==> config.mk <==
export PLATFORM = sky130hd
export DESIGN_NAME = collision_score
export DESIGN_NICKNAME = d
export VERILOG_FILES = /design/src/rtl/collision_score.sv
export SDC_FILE = /design/constraint.sdc
export NUM_CORES = 1
export LEC_CHECK = 0
export CORE_MARGIN = 10
export CORE_UTILIZATION = 40
export DETAILED_ROUTE_END_ITERATION = 16
export GPL_ROUTABILITY_DRIVEN = 0
export GPL_TIMING_DRIVEN = 0
export HOLD_SLACK_MARGIN = 0.08
export PLACE_DENSITY = 0.72
export REMOVE_ABC_BUFFERS = 1
export SLEW_MARGIN = 10
export SYNTH_ARGS = -nofsm -noshare
export SYNTH_HDL_FRONTEND = slang
export SYNTH_SLANG_ARGS = --single-unit
==> constraint.sdc <==
create_clock -name iCLK -period 5.3 [get_ports iCLK]
set_input_delay 1.59 -clock iCLK [delete_from_list [all_inputs] [get_ports iCLK]]
set_output_delay 1.59 -clock iCLK [all_outputs]
set_load 0.01 [all_outputs]
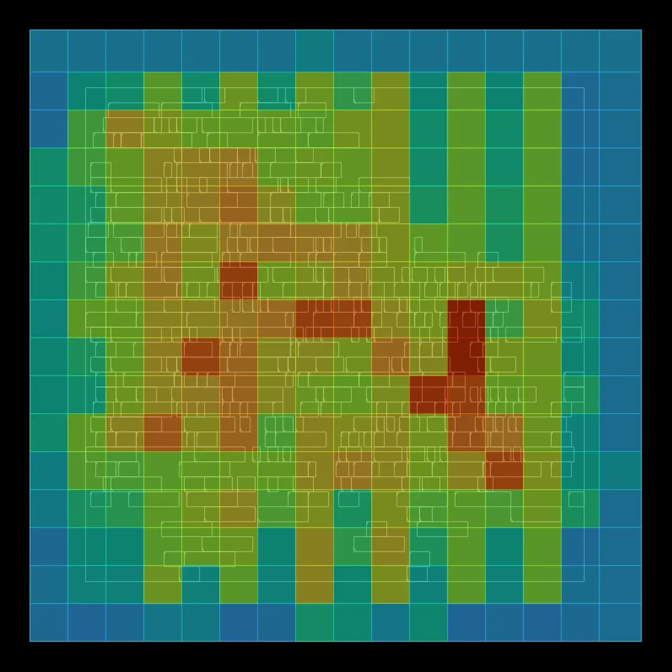
**Above:** routing congestion.
Routed wire per std cell: 16.1 um
met3 Use GR: 0.0346
grt peak-use layer: met2
total track usage: 0.122
met2 Use GR: 0.191

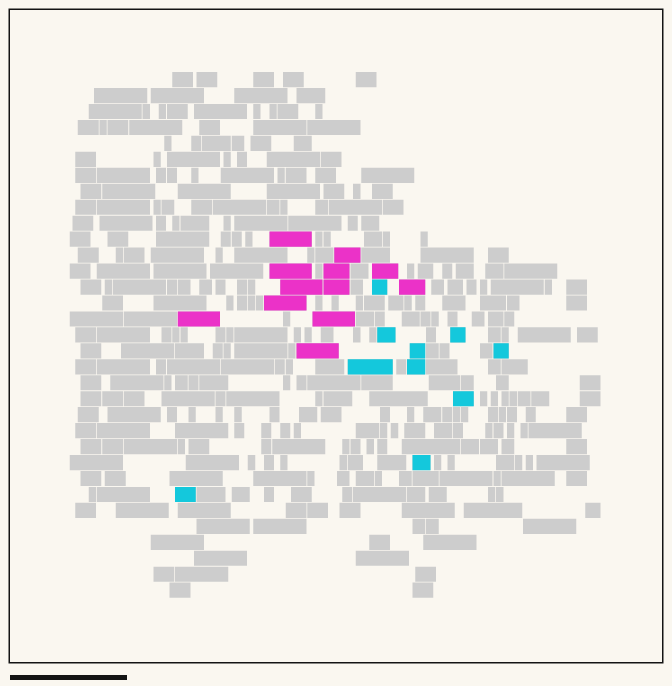
**Above:** gate families picked out.
The bar under the picture is 20 um long.
colour	family	cells
cyan	non-inverting ao/oa cells	10
magenta	fa/ha/maj cells	12
Layout Cells excl Fill: 471
logic share of the area: 0.334

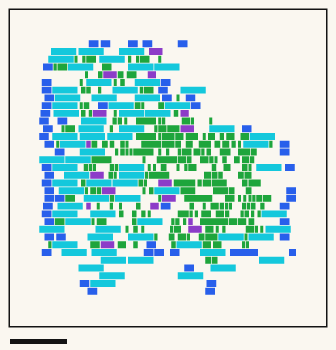
**Above:** cell classes on the final placement.
The bar under the picture is 20 um long.
colour	class	cells	share of their area
green	combinational and other logic	221	36%
blue	remaining buffers and delay cells	56	14%
purple	clock drivers and dummy loads	16	4.4%
cyan	sequential cells	73	45%
flop share of the area: 0.437
Finished Core Util: 0.514
Site Rows: 33

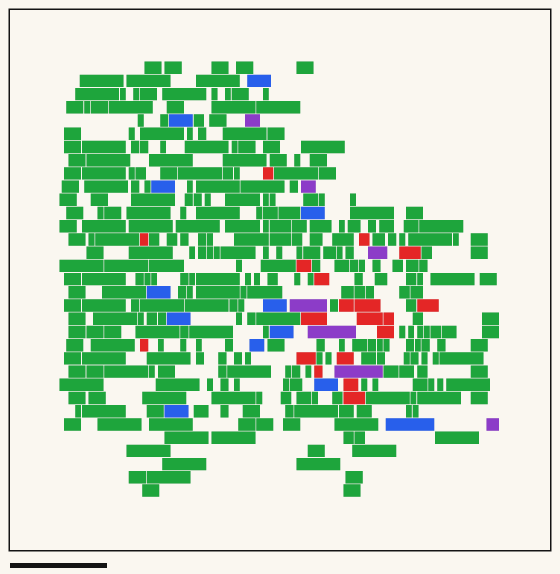
**Above:** sizing map.
The bar under the picture is 20 um long.
colour	size	cells	share
blue	_6 and larger	12	3.3%
green	_0 and _1 cells	328	90%
red	_2 cells	19	5.2%
purple	_3 and _4 cells	7	1.9%
Non-Clock Buffer Count: 56
P&R area growth vs syn: 25.7%
Setup WS post-layout: 557 ps

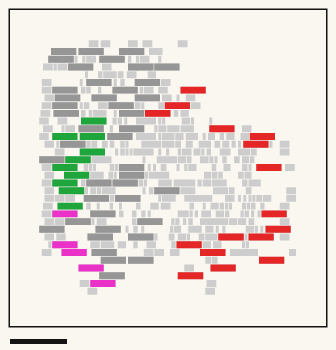
**Above:** sequential cells coloured by netlist name.
The bar under the picture is 20 um long.
colour	netlist name	sequential cells
red	oScore	16
magenta	py_q	5
green	rock_q	10
not coloured	42
Storage cell area: 0.00183 mm2
Seq group: 595 uW

==> run notes <==
flow finished, numbers: crit end category=flop, Clk Tree Root Cell=clkbuf_8, vias in the first global route=~2500, fmax=between 0.2 and 0.25 GHz, CTS Buffer Depth=2, Mapped Area=~0.0033 mm2, max-cap viol count=0, most numerous cell in the Yosys netlist=dfrtp_1, Area after DPL=between 0.003 and 0.004 mm2, first-pass GRT wire length=12600 um, nature of the critical path startpoint=flop, HP Class=reg2reg, Comb area=0.00139 mm2, die height=~110 um, Worst Clk Skew=about 6.2 ps, PD cells=~270 mW/mm2, FP Core Util=0.409, Detail Route Antenna Nets=0, register share after synthesis=0.550, share of post-route cells with drive strength above 1=0.104, required time of the critical path=around 5500 ps, Crit Path Max Fanout=5, yosys cell count=between 300 and 400, Setup TNS Final=0 ps, Die ar.=0.0124 mm2, Worst EP arrival=4910 ps, worst vdd ir=0.000190 V, 1st-iter DRT viols=roughly 110, dpl cells=approximately 460, Tool Warnings=40, CTS sink cnt=73, post-synth area from yosys stat=0.00332 mm2, leakage=~0.0018 uW, total CTS buffers=9, FF+latch count, synth=~73, pin count of the biggest net entering global routing=about 49, synth warn=0, status=complete, no violations, cell type with the largest total area=dfrtp_1, routed via count=~2500, Reg2Reg Depth=14, Post-CTS Resized=0, Synth top cells by count=dfrtp_1, nor2_1, a21oi_1, WHS Path Cells=0, die width=between 100 and 150 um, FFs w/ async S/R, synth=1.00, dominant register cell=dfrtp_1, R2R setup slack=roughly 560 ps, hpwl dp=~5600 um, final tally of setup violations=0, DRT Wirelength=~7600 um, worst rel slew slack=0.178, core area=approximately 0.0081 mm2, Tightest Pin Transition=around 1200 ps, Post-CTS Hold Fix Bufs=0, initial antenna violation count=0, via/cell ratio=between 5 and 6, ant diodes=0, Hold Violations, Final=0, hold slack=386 ps, fin area=approximately 0.0042 mm2, Mean Syn Cell Area=between 10 and 15 um2, Synth top area share=0.550, Final Net Count=411, Top area cell types=dfrtp_1, nor2_1, fa_1, post-synthesis cell type count=slightly above 50, Reg clk slew, reported paths=80 ps, dominant logic cell type in the layout=dfrtp_1, RSZ-0062 raised after global routing=false, # port buffers=between 50 and 60, TritonCTS clock tree=yes, critical path class=reg2reg, residual DRC count=0
==> metrics by stage <==
step,power [uW],setup slack (ps)
after floorplan,679,954
after CTS,1150,531
after detailed placement,752,567
after global placement,744,271
after global routing,1190,298
final,1140,557
==> power breakdown <==
group | internal (uW) | leakage, uW | switching [uW]
clock network | 183 | 0.0000964 | 219
registers | 579 | 0.000950 | 16.0
logic | 63.6 | 0.000796 | 78.1
==> final cells by class <==
class / count / area share
inverter: 19 / 0.0171
tap: 105 / 0.0314
sequential: 73 / 0.437
clock inverter: 6 / 0.00988
clock buffer: 10 / 0.0329
multi-input combinational: 202 / 0.334
timing repair buffer: 56 / 0.138
==> routing by layer <==
layer / global-route usage / vias up / share of wire
met1: 0.147 / 1251 / 0.44
li1: - / 1191 / -
met4: 0.0677 / 0 / 0.027
met3: 0.0346 / 15 / 0.051
met2: 0.191 / 65 / 0.48
met5: 0 / - / 0
==> worst max-delay path, cell delays in order (launching register included) <==
cell and delay, ps:
dfrtp_1 420, fa_1 540, inv_1 50, fa_1 460, fa_1 510, fa_1 180
inv_1 50, fa_1 420, a21o_1 280, a21oi_1 450, o21a_1 220, a221oi_2 90
o41a_4 530, nor2_2 220, a221oi_1 130
==> kinds of logic after synthesis <==
| logic type | count (synthesis) | synth area share |
|---|---|---|
| mux | 11 | 0.0335 |
| simple gates | 113 | 0.161 |
| buf+inv | 27 | 0.0309 |
| fa+ha+maj | 12 | 0.0610 |
| xor+xnor | 3 | 0.00791 |
| flops | 73 | 0.550 |
| compound gates | 63 | 0.156 |
Power and IR drop assume default switching activity.
